Run 1, clock nets:
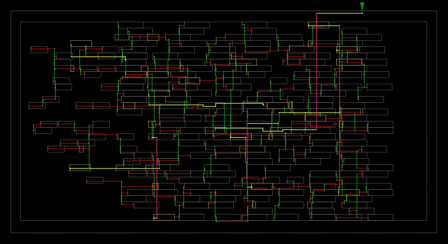
Run 1, signal metal coverage by tile:
37 x 19 tiles, from dark blue (low) to red (high), scaled to the fullest tile. Values are wire area over tile area, all layers added.
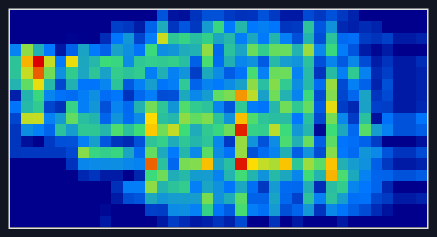
Run 1, placed cells, one color a class:
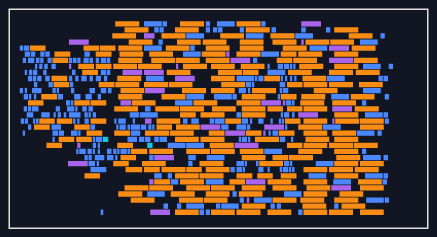
[config.mk]
export PLATFORM = sky130hd
export DESIGN_NAME = ifetch_queue
export DESIGN_NICKNAME = d
export VERILOG_FILES = /design/src/rtl/ifetch_queue.sv
export SDC_FILE = /design/constraint.sdc
export NUM_CORES = 1
export LEC_CHECK = 0
export CAP_MARGIN = 5
export CORE_ASPECT_RATIO = 0.5
export CORE_MARGIN = 4
export CORE_UTILIZATION = 53
export CTS_CLUSTER_SIZE = 16
export DETAILED_ROUTE_END_ITERATION = 12
export DONT_BUFFER_PORTS = 1
export PLACE_DENSITY = 0.74
export SETUP_SLACK_MARGIN = 0.02
export SYNTH_ARGS = -nofsm -noshare
export SYNTH_HDL_FRONTEND = slang
export SYNTH_SLANG_ARGS = --single-unit
[constraint.sdc]
create_clock -name clk -period 6.8 [get_ports clk]
set_input_delay 1.02 -clock clk [delete_from_list [all_inputs] [get_ports clk]]
set_output_delay 1.02 -clock clk [all_outputs]
set_load 0.01 [all_outputs]
[src/rtl/ifetch_queue.sv]
// ifetch_queue: byte-serial instruction fetch unit with a small instruction FIFO.
// Each instruction is assembled from four consecutive little-endian bytes read from
// a single-byte-wide memory that has a one-cycle read latency. A redirect from execute
// flushes all fetch state and restarts fetching at the new target.
// Optional feature: define IFETCH_ALIGN_CHECK_EN to force redirect targets onto word
// boundaries and to flag misaligned redirects on the sticky misalign_err output.
module ifetch_queue #(
    parameter int         DEPTH    = 4,
    parameter logic [7:0] RESET_PC = 8'h00
) (
    input  logic        clk,
    input  logic        nreset,
    output logic        mem_rd,
    output logic [7:0]  mem_addr,
    input  logic [7:0]  mem_rdata,
    input  logic        redir_valid,
    input  logic [7:0]  redir_pc,
    output logic        instr_valid,
    input  logic        instr_ready,
    output logic [31:0] instr_data,
    output logic [7:0]  instr_pc,
    output logic        misalign_err
);

    localparam int PW = (DEPTH > 1) ? $clog2(DEPTH) : 1;
    localparam int CW = PW + 1;

    // Fetch/issue state
    logic [7:0]  fetch_pc_reg;
    logic        issuing_reg;      // bytes 1..3 of a started instruction still to issue
    logic [1:0]  issue_idx_reg;    // byte index of the next read while issuing
    logic        pending_reg;      // one read outstanding, data arrives this cycle
    logic [1:0]  pend_idx_reg;     // byte index of the outstanding read

    // Assembly state
    logic        asm_active_reg;   // an instruction has been started but not yet pushed
    logic [23:0] asm_data_reg;     // bytes 0..2 collected so far
    logic [7:0]  asm_pc_reg;

    // Instruction FIFO
    logic [31:0]   fifo_data [DEPTH];
    logic [7:0]    fifo_pc   [DEPTH];
    logic [PW-1:0] wr_ptr_reg;
    logic [PW-1:0] rd_ptr_reg;
    logic [CW-1:0] count_reg;

    logic [CW-1:0] occupancy;
    logic          start;
    logic          push;
    logic          pop;
    logic [7:0]    redir_target;

`ifdef IFETCH_ALIGN_CHECK_EN
    logic misalign_reg;
    logic redir_misaligned;
    assign redir_target     = {redir_pc[7:2], 2'b00};
    assign redir_misaligned = (redir_pc[1:0] != 2'b00);
    assign misalign_err     = misalign_reg;

    // Sticky misaligned-redirect flag, cleared only by reset
    always_ff @(posedge clk) begin
        if (!nreset) begin
            misalign_reg <= 1'b0;
        end else if (redir_valid && redir_misaligned) begin
            misalign_reg <= 1'b1;
        end
    end
`else
    assign redir_target = redir_pc;
    assign misalign_err = 1'b0;
`endif

    // A new instruction may start only if it will have a FIFO slot waiting for it;
    // the instruction currently being assembled already owns one slot.
    assign occupancy = count_reg + CW'(asm_active_reg);
    assign start     = !issuing_reg && (occupancy < CW'(DEPTH));

    assign mem_rd   = nreset && !redir_valid && (issuing_reg || start);
    assign mem_addr = fetch_pc_reg;

    // Byte 3 arriving completes the word; it goes straight into the FIFO.
    assign push = pending_reg && (pend_idx_reg == 2'd3);

    assign instr_valid = nreset && (count_reg != '0);
    assign pop         = instr_valid && instr_ready;
    assign instr_data  = instr_valid ? fifo_data[rd_ptr_reg] : 32'h0;
    assign instr_pc    = instr_valid ? fifo_pc[rd_ptr_reg]   : 8'h00;

    // Read issue sequencing and byte assembly; redirect discards everything in flight
    always_ff @(posedge clk) begin
        if (!nreset) begin
            fetch_pc_reg   <= RESET_PC;
            issuing_reg    <= 1'b0;
            issue_idx_reg  <= 2'd0;
            pending_reg    <= 1'b0;
            pend_idx_reg   <= 2'd0;
            asm_active_reg <= 1'b0;
            asm_data_reg   <= 24'h0;
            asm_pc_reg     <= 8'h00;
        end else if (redir_valid) begin
            fetch_pc_reg   <= redir_target;
            issuing_reg    <= 1'b0;
            issue_idx_reg  <= 2'd0;
            pending_reg    <= 1'b0;
            asm_active_reg <= 1'b0;
        end else begin
            pending_reg  <= mem_rd;
            pend_idx_reg <= issuing_reg ? issue_idx_reg : 2'd0;

            if (mem_rd) begin
                fetch_pc_reg <= fetch_pc_reg + 8'd1;
                if (issuing_reg) begin
                    issue_idx_reg <= issue_idx_reg + 2'd1;
                    if (issue_idx_reg == 2'd3) begin
                        issuing_reg <= 1'b0;
                    end
                end else begin
                    issuing_reg   <= 1'b1;
                    issue_idx_reg <= 2'd1;
                    asm_pc_reg    <= fetch_pc_reg;
                end
            end

            // A start in the same cycle as a push keeps the assembly busy
            if (mem_rd && !issuing_reg) begin
                asm_active_reg <= 1'b1;
            end else if (push) begin
                asm_active_reg <= 1'b0;
            end

            if (pending_reg) begin
                case (pend_idx_reg)
                    2'd0:    asm_data_reg[7:0]   <= mem_rdata;
                    2'd1:    asm_data_reg[15:8]  <= mem_rdata;
                    2'd2:    asm_data_reg[23:16] <= mem_rdata;
                    default: asm_data_reg        <= asm_data_reg;
                endcase
            end
        end
    end

    // FIFO pointers and occupancy; redirect flushes and overrides push/pop
    always_ff @(posedge clk) begin
        if (!nreset || redir_valid) begin
            wr_ptr_reg <= '0;
            rd_ptr_reg <= '0;
            count_reg  <= '0;
        end else begin
            if (push) begin
                wr_ptr_reg <= wr_ptr_reg + PW'(1);
            end
            if (pop) begin
                rd_ptr_reg <= rd_ptr_reg + PW'(1);
            end
            case ({push, pop})
                2'b10:   count_reg <= count_reg + CW'(1);
                2'b01:   count_reg <= count_reg - CW'(1);
                default: count_reg <= count_reg;
            endcase
        end
    end

    // FIFO storage write port (no reset needed; entries are only read when valid)
    always_ff @(posedge clk) begin
        if (nreset && !redir_valid && push) begin
            fifo_data[wr_ptr_reg] <= {mem_rdata, asm_data_reg};
            fifo_pc[wr_ptr_reg]   <= asm_pc_reg;
        end
    end

endmodule

==> notes.md, run 1 <==
flow finished, numbers: antenna cells=0, largest net degree at the start of global routing=about 47, CTS Hold Bufs=0, startpoint type of the worst setup path=flop, cell area after synthesis=approximately 0.0085 mm2, share of post-route cells with drive strength above 1=14.95%, worst setup path class=flop to output port, crit-path max FO=~40, worst slack, placed=between 3 and 4 ns, Setup Fix Bufs, Post-CTS=0, max reg flops=between 100 and 150, worst slew pin tran=between 1 and 1.5 ns, Num Clock Sinks=~220, Insertion Delay late pin=a little under 0.5 ns, Final Hold Fails=0, dpl cells=705, hold slack=about 0.49 ns, clk slew on worst S/H paths=0.06 ns, CP required=5.78 ns, CTS tree=built, Max VDD drop=129.8 uV, vias in the first global route=around 4300, Die Width=around 190 um, post-layout min period=about 3.3 ns, Synth area leaders=edfxtp_1 57%, dfxtp_1 13%, mux4_2 11%, Worst Skew=0.01463 ns, Final Cycle Share=~49%, post-synthesis register bit count=~220, Fillers=roughly 1100, Detail Route Antenna Nets=0, Rows=32, power per standard cell area=around 270 mW/mm2, IO Count=~71, Initial Util=between 50% and 60%, dominant register cell in the synthesized netlist=edfxtp_1, CTS Root Cell=clkbuf_16, setup TNS=0 ns, final wirelength=approximately 15 mm, crit end category=output port, Leak=2.908 nW, nets=550, CP arrival=approximately 2.3 ns, core area=0.01549 mm2, Area Growth Syn to Fin=9.032%, Power Total=2.513 mW, Largest type area fraction=between 50% and 60%, Via density=approximately 5.7, die area=0.01815 mm2, Chip Area, Yosys=between 0.008 and 0.009 mm2, residual DRC count=0, initial antenna violation count=0, Synth Seq Share=70.12%, Synth cell types=~42, max_cap viols=0, Worst Hold Class=flop to flop, die height=~97 um, most instantiated cells after synthesis=160 x edfxtp_1, 56 x dfxtp_1, 47 x and2_1, post-synth top area cell=edfxtp_1, yosys warns=0, remaining global-route overflow=0, H-Tree Depth=1, final setup fails=0, Longest Clk Path Bufs=3, most numerous cell in the Yosys netlist=edfxtp_1, Post-Synthesis Cells=~530, gpl congestion=0.7189, status=finished clean, number of gates resized after cts=0, first-pass GRT wire length=roughly 24 mm, DP Wirelength=around 8.5 mm, setup slack after layout=3.494 ns, fmax=302.5 MHz, post-synthesis average cell area=around 16 um2, Post-Syn Nets=about 560, CTS buffer count=19, drt first pass iters=4, Non-Filler Instances=~740, Final Max Tran Viols=0, flip-flops with a built-in enable=between 150 and 200, RSZ-0062 raised after global routing=false, FFs w/ async S/R, synth=0%, Port Buffers=0, tally of OpenROAD warnings=29, # Cells Yosys=530, Cell Area, Placed=0.008600 mm2, Worst slew margin=~24%, DRT iter0 DRCs=around 350
Back to the opening pictures, 'clock nets':
clock network power: 1.06 mW
Clock Buffer Count: 25

Back to the opening pictures, 'signal metal coverage by tile':
densest ninth of the die = center
mean over tiles = 0.13
emptiest ninth of the die = south-west
tiles over half the peak = 12%
via count: 4192
total track usage: 16.85%
DR WL/cell: 19.97 um

Back to the opening pictures, 'placed cells, one color a class':
remaining logic cells -> blue  # cells 283
clock drivers and dummy loads -> purple  # cells 34
remaining buffers and delay cells -> cyan  # cells 2
registers -> orange  # cells 216
design area: 0.009214 mm2
flop share of the area: 64.34%
Final Util: 59.46%

[run 1: layout make-up]
type | count | area (um2) | area share (%)
clock buffer | 25 | 518.0 | 5.622
clock inverter | 9 | 96.34 | 1.046
inverter | 8 | 30.03 | 0.3259
multi-input combinational | 275 | 2371 | 25.73
sequential | 216 | 5928 | 64.34
tap | 204 | 255.2 | 2.770
timing repair buffer | 2 | 15.01 | 0.1630
[run 1: final timing paths]
check                  from             end  slack, ns  cells after the start
max                    flop   instr_data[8]       3.49                      3
min          asm_active_reg  asm_active_reg       0.49                      2
max reg2reg    count_reg[2]    count_reg[2]       4.31                      9
min reg2reg  asm_active_reg  asm_active_reg       0.49                      2
[run 1: kinds of logic after synthesis]
kind of cell | share of synthesized area (%)
AND-OR/OR-AND | 4.916
XOR/XNOR | 0.8291
adder cells (fa/ha/maj) | 1.273
buffers and inverters | 1.940
flip-flops | 70.12
multiplexers | 12.02
other | 0.04438
AND/OR/NAND/NOR | 8.854
[run 1: power breakdown]
part / internal (mW) / switching (mW)
combinational: 0.0107 / 0.0126
clock: 0.615 / 0.448
sequential: 1.41 / 0.0145
[run 1: worst max-delay path, cell delays in order, from the launching register on]
cell	delay, ns
dfxtp_2	0.31
buf_4	0.63
mux4_2	0.63
and2_1	0.22
[run 1: routing by layer]
layer	share of wire (%)	global-route usage (%)	wire [um]
met4	1.2	3.237	184
met5	0	0	0
met1	45	24.60	6691
met2	47	26.43	6874
met3	6.8	4.056	1005
[run 1: cells in the final DEF, fill, tap and decap left out, types with 3 or more instances in the layout]
cell type  instances
xor2_1             4
inv_1              8
and2_1            43
mux2i_1           10
nand3_1           15
clkbuf_1           4
and2_2             4
clkinv_1           3
o21ai_0           23
or3_1              5
xnor2_1            4
dfxtp_1           54
a21boi_0          24
nor2b_1            9
clkbuf_16         19
nor2_1            15
edfxtp_1         160
a21oi_1            3
a31oi_1            6
nand2_1           41
mux4_2            40
ha_1               7
Run 1, signal wires on met4:
Cells faint in the background.
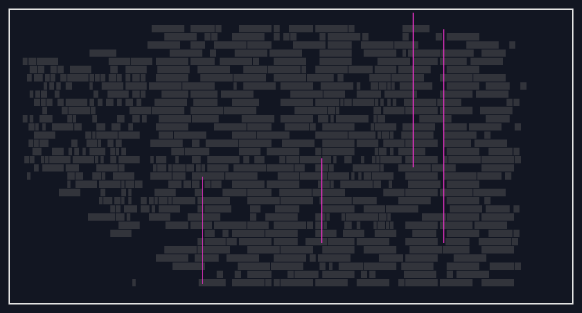

==> run 1 -> run 2 <==
--- a/config.mk
+++ b/config.mk
@@ -12,7 +12,7 @@
 export CTS_CLUSTER_SIZE = 16
 export DETAILED_ROUTE_END_ITERATION = 12
 export DONT_BUFFER_PORTS = 1
-export PLACE_DENSITY = 0.74
+export PLACE_DENSITY = 0.77
 export SETUP_SLACK_MARGIN = 0.02
 export SYNTH_ARGS = -nofsm -noshare
 export SYNTH_HDL_FRONTEND = slang
==> constraint.sdc (replaced) <==
create_clock -name clk -period 3 [get_ports clk]
set_input_delay 0.45 -clock clk [delete_from_list [all_inputs] [get_ports clk]]
set_output_delay 0.45 -clock clk [all_outputs]
set_load 0.01 [all_outputs]
Run 2, signal wires on met4:
Cells faint in the background.
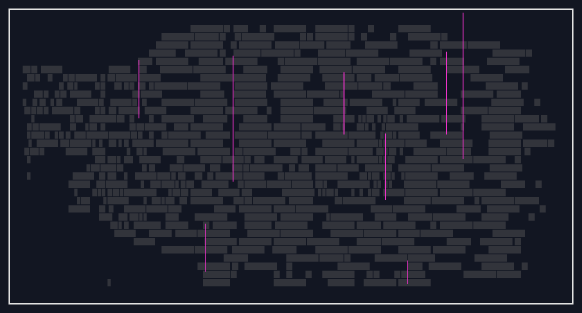
nets with wire on the layer = 3
longest straight run = 48.3 um
via count: 4254
final wirelength: 15.07 mm

==> run 2 against run 1 <==
Compared with the run above:
- first-iteration DRC count down 44%
- count of clock-buffer cells in the layout up 6
- power up 130%
- global-route usage about the same
- final cell count up 0.68%
- largest power group unchanged
- largest cell class unchanged
- non-clock buffer count up 6
- clock skew down 0.0071 ns
- sequential share of layout area down 0.77 points
==> notes.md, run 2 <==
flow finished, numbers: switching power=1.070 mW (+130%), residual DRC count=0 (unchanged), share of post-route cells with drive strength above 1=16.30% (+1.3 points), largest net degree at the start of global routing=47 (unchanged), Setup Fix Bufs, Post-CTS=0 (unchanged), crit end category=output port, internal power=4.680 mW (+130%), worst setup path class=flop to output port, Largest type area fraction=56.86% (unchanged), most instantiated cells after synthesis=160 x edfxtp_1, 56 x dfxtp_1, 47 x and2_1, CP required=2.55 ns (-3.23 ns), Switching Fraction=18.61% (-0.29 points), hold slack=0.06728 ns (-0.4210 ns), Chip Area, Yosys=0.008451 mm2 (unchanged), post-synth top area cell=edfxtp_1, worst slew pin tran=1.083 ns (-0.05271 ns), tally of OpenROAD warnings=29 (unchanged), crit-path max FO=40 (unchanged), IO Count=71 (unchanged), cell area after synthesis=0.008451 mm2 (unchanged), Slowest cell on crit path=mux4_2, Post-Syn Nets=558 (unchanged), RR Startpoint=count_reg[2], Reg2Reg Setup Slack=0.89 ns (-3.42 ns), dpl cells=711 (+0.85%), mux share=12.02% (unchanged), simple share=8.854% (unchanged), Port Buffers=0 (unchanged), antenna cells=0 (unchanged), DP Wirelength=9.136 mm (+7.1%), Insertion Delay late pin=0.48 ns (about the same), R2R Path End=count_reg[2], CP max stage delay=0.57 ns (-0.06 ns), total track usage=16.88% (+0.032 points), setup TNS=0 ns (unchanged), CP arrival=1.92 ns (-0.37 ns), Cell Chain, Critical Path=buf_12, mux4_2, and2_1, die height=97.29 um (unchanged), Adder Share, Synth=1.273% (unchanged), vias in the first global route=4436 (+2.5%), initial antenna violation count=0 (unchanged), power per standard cell area=616.6 mW/mm2 (+130%), reg2reg path depth=8 (-1), Synth area leaders=edfxtp_1 57%, dfxtp_1 13%, mux4_2 11%, Num Clock Sinks=216 (unchanged), Post-Synth AOI/OAI Area=4.916% (unchanged), CTS Root Cell=clkbuf_16, post-layout min period=about 2.4 ns, Synth cell types=42 (unchanged), nets=556 (+1.1%), Worst slew margin=27.23% (+3.0 points), flip-flops with a built-in enable=160 (unchanged), startpoint type of the worst setup path=flop, Top non-seq family=multiplexers, Worst Hold Class=input port to flop, die area=0.01815 mm2 (unchanged), status=finished clean, RSZ-0062 raised after global routing=false, worst slack, placed=0.8916 ns (-2.857 ns), max reg flops=128 (unchanged), fmax=421.5 MHz, most numerous cell in the Yosys netlist=edfxtp_1, Worst Skew=0.007534 ns (-0.007098 ns), Longest Clk Path Bufs=3 (unchanged), remaining global-route overflow=0 (unchanged), setup slack after layout=0.6278 ns (-2.866 ns), CP Capture Point=instr_pc[1], Die Width=186.6 um (unchanged), Final Max Tran Viols=0 (unchanged), # Cells Yosys=530 (unchanged), post-synthesis average cell area=15.94 um2 (unchanged), Via density=5.718 (+0.80%), final setup fails=0 (unchanged), FFs w/ async S/R, synth=0% (unchanged), dominant register cell in the synthesized netlist=edfxtp_1, DRT iter0 DRCs=195 (-44%), yosys warns=0 (unchanged), Final Cycle Share=79.07%, Area Growth Syn to Fin=10.35%, first-pass GRT wire length=24.58 mm (+0.99%), Non-Filler Instances=744 (+0.68%), Fillers=1113 (-1.2%), Logic pwr share=0.9% (about the same), Top cell excl fill/tap=edfxtp_1, Seq pwr share=56.2% (-0.6 points), post-synthesis register bit count=216 (unchanged), Rows=32 (unchanged), CTS buffer count=19 (unchanged), CTS tree=built, most numerous logic cells after layout=160 x edfxtp_1, 54 x dfxtp_1, 43 x and2_1, 41 x nand2_1, 40 x mux4_2, Final Hold Fails=0 (unchanged), power share of the clock group=42.8% (+0.5 points), Leak=2.965 nW (+2.0%), number of gates resized after cts=0 (unchanged), max_cap viols=0 (unchanged), Post-Synthesis Cells=530 (unchanged), gpl congestion=0.7522 (+4.6%), Detail Route Antenna Nets=0 (unchanged), clk slew on worst S/H paths=0.07 ns (about the same), DR WL/cell=20.26 um (+1.5%), Synth Seq Share=70.12% (unchanged), yosys xor share=0.8291% (unchanged), H-Tree Depth=1 (unchanged), drt first pass iters=4 (unchanged), CTS Hold Bufs=0 (unchanged), Max VDD drop=423.5 uV (+230%), Initial Util=54.54% (unchanged)
Run 2, placed cells, one color a class:
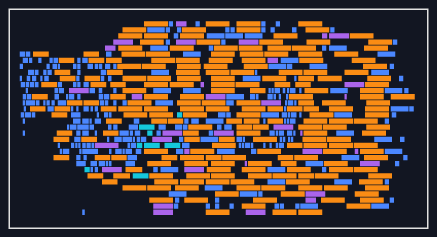
registers -> orange  # cells 216
clock drivers and dummy loads -> purple  # cells 33
remaining logic cells -> blue  # cells 283
remaining buffers and delay cells -> cyan  # cells 8
design area: 0.009325 mm2
core area: 0.01549 mm2

-- run 2: cell families (layout without fill, tap and decap cells) --
group	count (synthesis)	in the layout
buffers and inverters	39	49
xor gates and xnor gates	8	8
and+or+nand+nor	143	143
muxes	51	51
adders and majority gates	8	8
DFF	216	216
other	1	1
AOI/OAI and AO/OA	64	64
-- run 2: per-stage QoR --
stage,util [%],power [mW],cell area [um2]
floorplan,-,3.343,8451
global placement,56.08,3.349,8690
detailed placement,56.08,3.354,8690
CTS,60.18,5.794,9325
global route,60.18,5.946,9325
finish,60.18,5.750,9325
-- run 2: power by group through the flow --
stage / logic (mW) / registers (mW) / clock network [mW]
CTS: 0.0539 / 3.23 / 2.51
global route: 0.0628 / 3.24 / 2.65
floorplan: 0.0551 / 3.29 / 0
global placement: 0.0513 / 3.30 / 0
finish: 0.0537 / 3.23 / 2.46
detailed placement: 0.0539 / 3.30 / 0
-- run 2: layout make-up --
type / instances / area [um2] / area share (%)
Inverter: 8 / 30.03 / 0.3220
Tap cell: 204 / 255.2 / 2.737
Multi-Input combinational cell: 275 / 2366 / 25.37
Timing Repair Buffer: 8 / 110.1 / 1.181
Clock inverter: 2 / 35.03 / 0.3757
Clock buffer: 31 / 600.6 / 6.440
Sequential cell: 216 / 5928 / 63.57
-- run 2: critical path, delay by kind of cell (launching register included) --
| kind | cells | cell delay (ns) |
|---|---|---|
| mux | 1 | 0.57 |
| simple gates | 1 | 0.21 |
| buf+inv | 1 | 0.30 |
| flops | 1 | 0.34 |
-- run 2: worst min-delay path by stage --
stage	startpoint	endpoint	slack, ns	cells after the start
finish	mem_rdata[0]	fifo_data[2][24]	0.07	0
global route	mem_rdata[0]	fifo_data[1][24]	0.04	0
CTS	mem_rdata[0]	fifo_data[1][24]	0.05	0
detailed placement	asm_active_reg	asm_active_reg	0.48	2
global placement	asm_active_reg	asm_active_reg	0.47	2
floorplan	asm_active_reg	asm_active_reg	0.45	2
-- run 2: metal layers --
layer	global-route usage [%]	wire length, um	vias up
li1	-	-	1984
met1	23.91	6690	2148
met2	27.70	7266	103
met3	3.661	915	19
met4	3.123	201	0
met5	0	0	-
Run 2, routed clock nets over the placement:
Bar = 50 um.
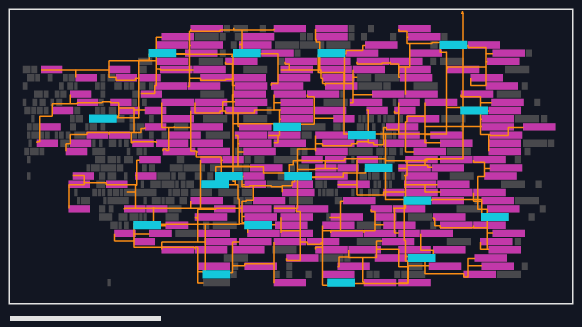

==> run 2 -> run 3 <==
==> constraint.sdc (replaced) <==
create_clock -name clk -period 2.18 [get_ports clk]
set_input_delay 0.327 -clock clk [delete_from_list [all_inputs] [get_ports clk]]
set_output_delay 0.327 -clock clk [all_outputs]
set_load 0.01 [all_outputs]
Run 3, routed clock nets over the placement:
Bar = 50 um.
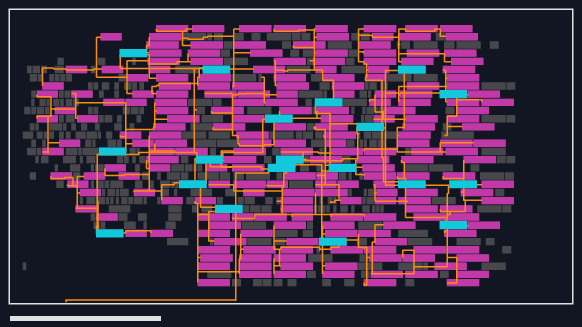
flip-flops -> magenta  # count 216
clock-net drivers -> cyan  # count 19
clock wires -> orange  # length 2130 um
routed clock nets = 20
power share of the clock group: 40.7%
Insertion Delay late pin: 0.49 ns
Worst Skew: 0.01539 ns
clock network power: 3.14 mW

==> run 3 against run 2 <==
Compared with the run above:
- the flow now finishes with violations (negative setup slack)
- setup slack got worse by 0.63 ns
- die area did not move
- final area grew 3.3%
- clock power rose by 28%
- register-to-register slack got worse by 0.73 ns
- count of clock-buffer cells in the layout down 6
- critical path depth unchanged
- largest power group unchanged
- highest routed layer unchanged
==> notes.md, run 3 <==
flow finished, numbers: status=finished with violations, failing checks=negative setup slack, Final Max Tran Viols=0 (unchanged), Setup Fix Bufs, Post-CTS=0 (unchanged), Final Cycle Share=100.2%, setup TNS=-0.003381 ns (-0.003381 ns), simple share=8.854% (unchanged), final wirelength=15.92 mm (+5.6%), IO Count=71 (unchanged), Via density=5.755 (+0.64%), Worst slew margin=26.20% (-1.0 points), Area Growth Syn to Fin=13.99%, Post-Synth AOI/OAI Area=4.916% (unchanged), die height=97.29 um (unchanged), Post-Synthesis Cells=530 (unchanged), max reg flops=128 (unchanged), hold slack=0.01432 ns (-0.05297 ns), core area=0.01549 mm2 (unchanged), Top non-seq family=multiplexers, DRT iter0 DRCs=357 (+83%), total track usage=18.07% (+1.2 points), CTS buffer count=19 (unchanged), Non-Filler Instances=766 (+3.0%), post-synthesis average cell area=15.94 um2 (unchanged), Num Clock Sinks=216 (unchanged), Worst Hold Class=input port to flop, CP required=1.85 ns (-0.70 ns), flip-flops with a built-in enable=160 (unchanged), largest net degree at the start of global routing=43 (-8.5%), Top cell excl fill/tap=edfxtp_1, initial antenna violation count=0 (unchanged), dpl cells=719 (+1.1%), Synth area leaders=edfxtp_1 57%, dfxtp_1 13%, mux4_2 11%, crit end category=output port, tally of OpenROAD warnings=31 (+6.9%), Chip Area, Yosys=0.008451 mm2 (unchanged), crit-path max FO=17 (-57%), Synth cell types=42 (unchanged), share of post-route cells with drive strength above 1=24.38% (+8.1 points), DR WL/cell=20.78 um (+2.6%), via count=4408 (+3.6%), Largest type area fraction=56.86% (unchanged), H-Tree Depth=1 (unchanged), post-synth top area cell=edfxtp_1, Cell Area, Placed=0.008800 mm2 (+1.3%), vias in the first global route=4643 (+4.7%), power per standard cell area=799.8 mW/mm2 (+30%), DP Wirelength=9.284 mm (+1.6%), worst slack, placed=0.1734 ns (-0.7183 ns), mux share=12.02% (unchanged), Die Width=186.6 um (unchanged), post-layout min period=2.183 ns, fmax=around 460 MHz, die area=0.01815 mm2 (unchanged), Max VDD drop=528.6 uV (+25%), first-pass GRT wire length=25.88 mm (+5.3%), Final Hold Fails=0 (unchanged), Port Buffers=0 (unchanged), drt first pass iters=5 (+1), Leak=3.102 nW (+4.6%), max_cap viols=0 (unchanged), FFs w/ async S/R, synth=0% (unchanged), CTS Root Cell=clkbuf_16, Fillers=1070 (-3.9%), gpl congestion=0.7301 (-2.9%), Synth Seq Share=70.12% (unchanged), nets=577 (+3.8%), worst setup path class=flop to output port, Power Total=7.705 mW (+34%), post-synthesis register bit count=216 (unchanged), Post-Syn Nets=558 (unchanged), dominant register cell in the synthesized netlist=edfxtp_1, Adder Share, Synth=1.273% (unchanged), Detail Route Antenna Nets=0 (unchanged), startpoint type of the worst setup path=flop, setup slack after layout=-0.003381 ns (-0.6311 ns), worst slew pin tran=1.103 ns (+0.02019 ns), most numerous logic cells after layout=160 x edfxtp_1, 53 x dfxtp_1, 41 x nand2_1, 40 x mux4_2, 40 x and2_4, residual DRC count=0 (unchanged), RSZ-0062 raised after global routing=true, yosys warns=0 (unchanged), CP arrival=1.86 ns (-0.06 ns), Longest Clk Path Bufs=3 (unchanged), antenna cells=0 (unchanged), yosys xor share=0.8291% (unchanged), final setup fails=1 (+1), most numerous cell in the Yosys netlist=edfxtp_1, remaining global-route overflow=0 (unchanged), CTS tree=built, most instantiated cells after synthesis=160 x edfxtp_1, 56 x dfxtp_1, 47 x and2_1, cell area after synthesis=0.008451 mm2 (unchanged), clk slew on worst S/H paths=0.07 ns (about the same), Initial Util=54.54% (unchanged), # Cells Yosys=530 (unchanged)
Run 3, placed cells, one color a class:
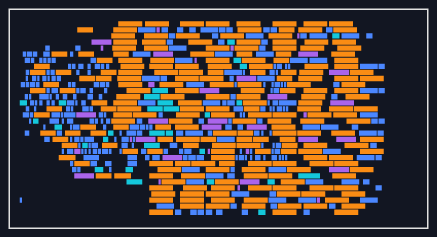
registers -> orange  # cells 216
remaining buffers and delay cells -> cyan  # cells 29
clock drivers and dummy loads -> purple  # cells 34
remaining logic cells -> blue  # cells 283
Rows: 32
flop share of the area: 61.58%
design area: 0.009633 mm2
Final Util: 62.17%

-- run 3: area by class of cell --
class	count	area [um2]	area share, %
Sequential cell	216	5932	61.58
Multi-Input combinational cell	275	2470	25.64
Timing Repair Buffer	29	371.6	3.858
Inverter	8	30.03	0.3117
Clock buffer	25	498.0	5.170
Clock inverter	9	76.32	0.7923
Tap cell	204	255.2	2.650
-- run 3: worst max-delay path, stage by stage (launching register included) --
cell and delay [ns]:
dfxtp_4 0.43, buf_12 0.21, mux4_2 0.54, and2_4 0.19
-- run 3: path summary, 6_finish.rpt --
check | cells after the start | start | slack (ns) | end
max | 3 | flop | -0.003 | instr_pc[1]
min | 1 | nreset | 0.01 | asm_data_reg[2]
max reg2reg | 8 | count_reg[1] | 0.16 | count_reg[2]
min reg2reg | 2 | asm_active_reg | 0.49 | asm_active_reg
-- run 3: cells by family (layout without fill, tap and decap cells) --
| family | count (synthesis) | in the layout |
|---|---|---|
| flops | 216 | 216 |
| mux | 51 | 51 |
| simple gates | 143 | 143 |
| buf+inv | 39 | 71 |
| compound gates | 64 | 64 |
| other cells | 1 | 1 |
| xor+xnor | 8 | 8 |
| fa+ha+maj | 8 | 8 |
-- run 3: layer usage --
metal | track usage, % | routed length [um]
met5 | 0 | 0
met1 | 25.62 | 7139
met2 | 29.41 | 7601
met3 | 3.841 | 957
met4 | 3.918 | 222
-- run 3: where the power goes --
| part | switching [mW] | internal (mW) |
|---|---|---|
| Sequential | 0.0440 | 4.40 |
| Combinational | 0.0681 | 0.0514 |
| Clock | 1.39 | 1.75 |
| Total | 1.50 | 6.20 |
-- run 3: what timing repair did --
action                                  4_1_cts  5_1_grt
hold endpoints to repair                     69        0
endpoints found under the setup margin       25       42
resized                                      31       15
gates cloned                                  1        0
hold buffers                                 12        0
Power figures rest on the tool's default switching activity, not on a simulated workload.
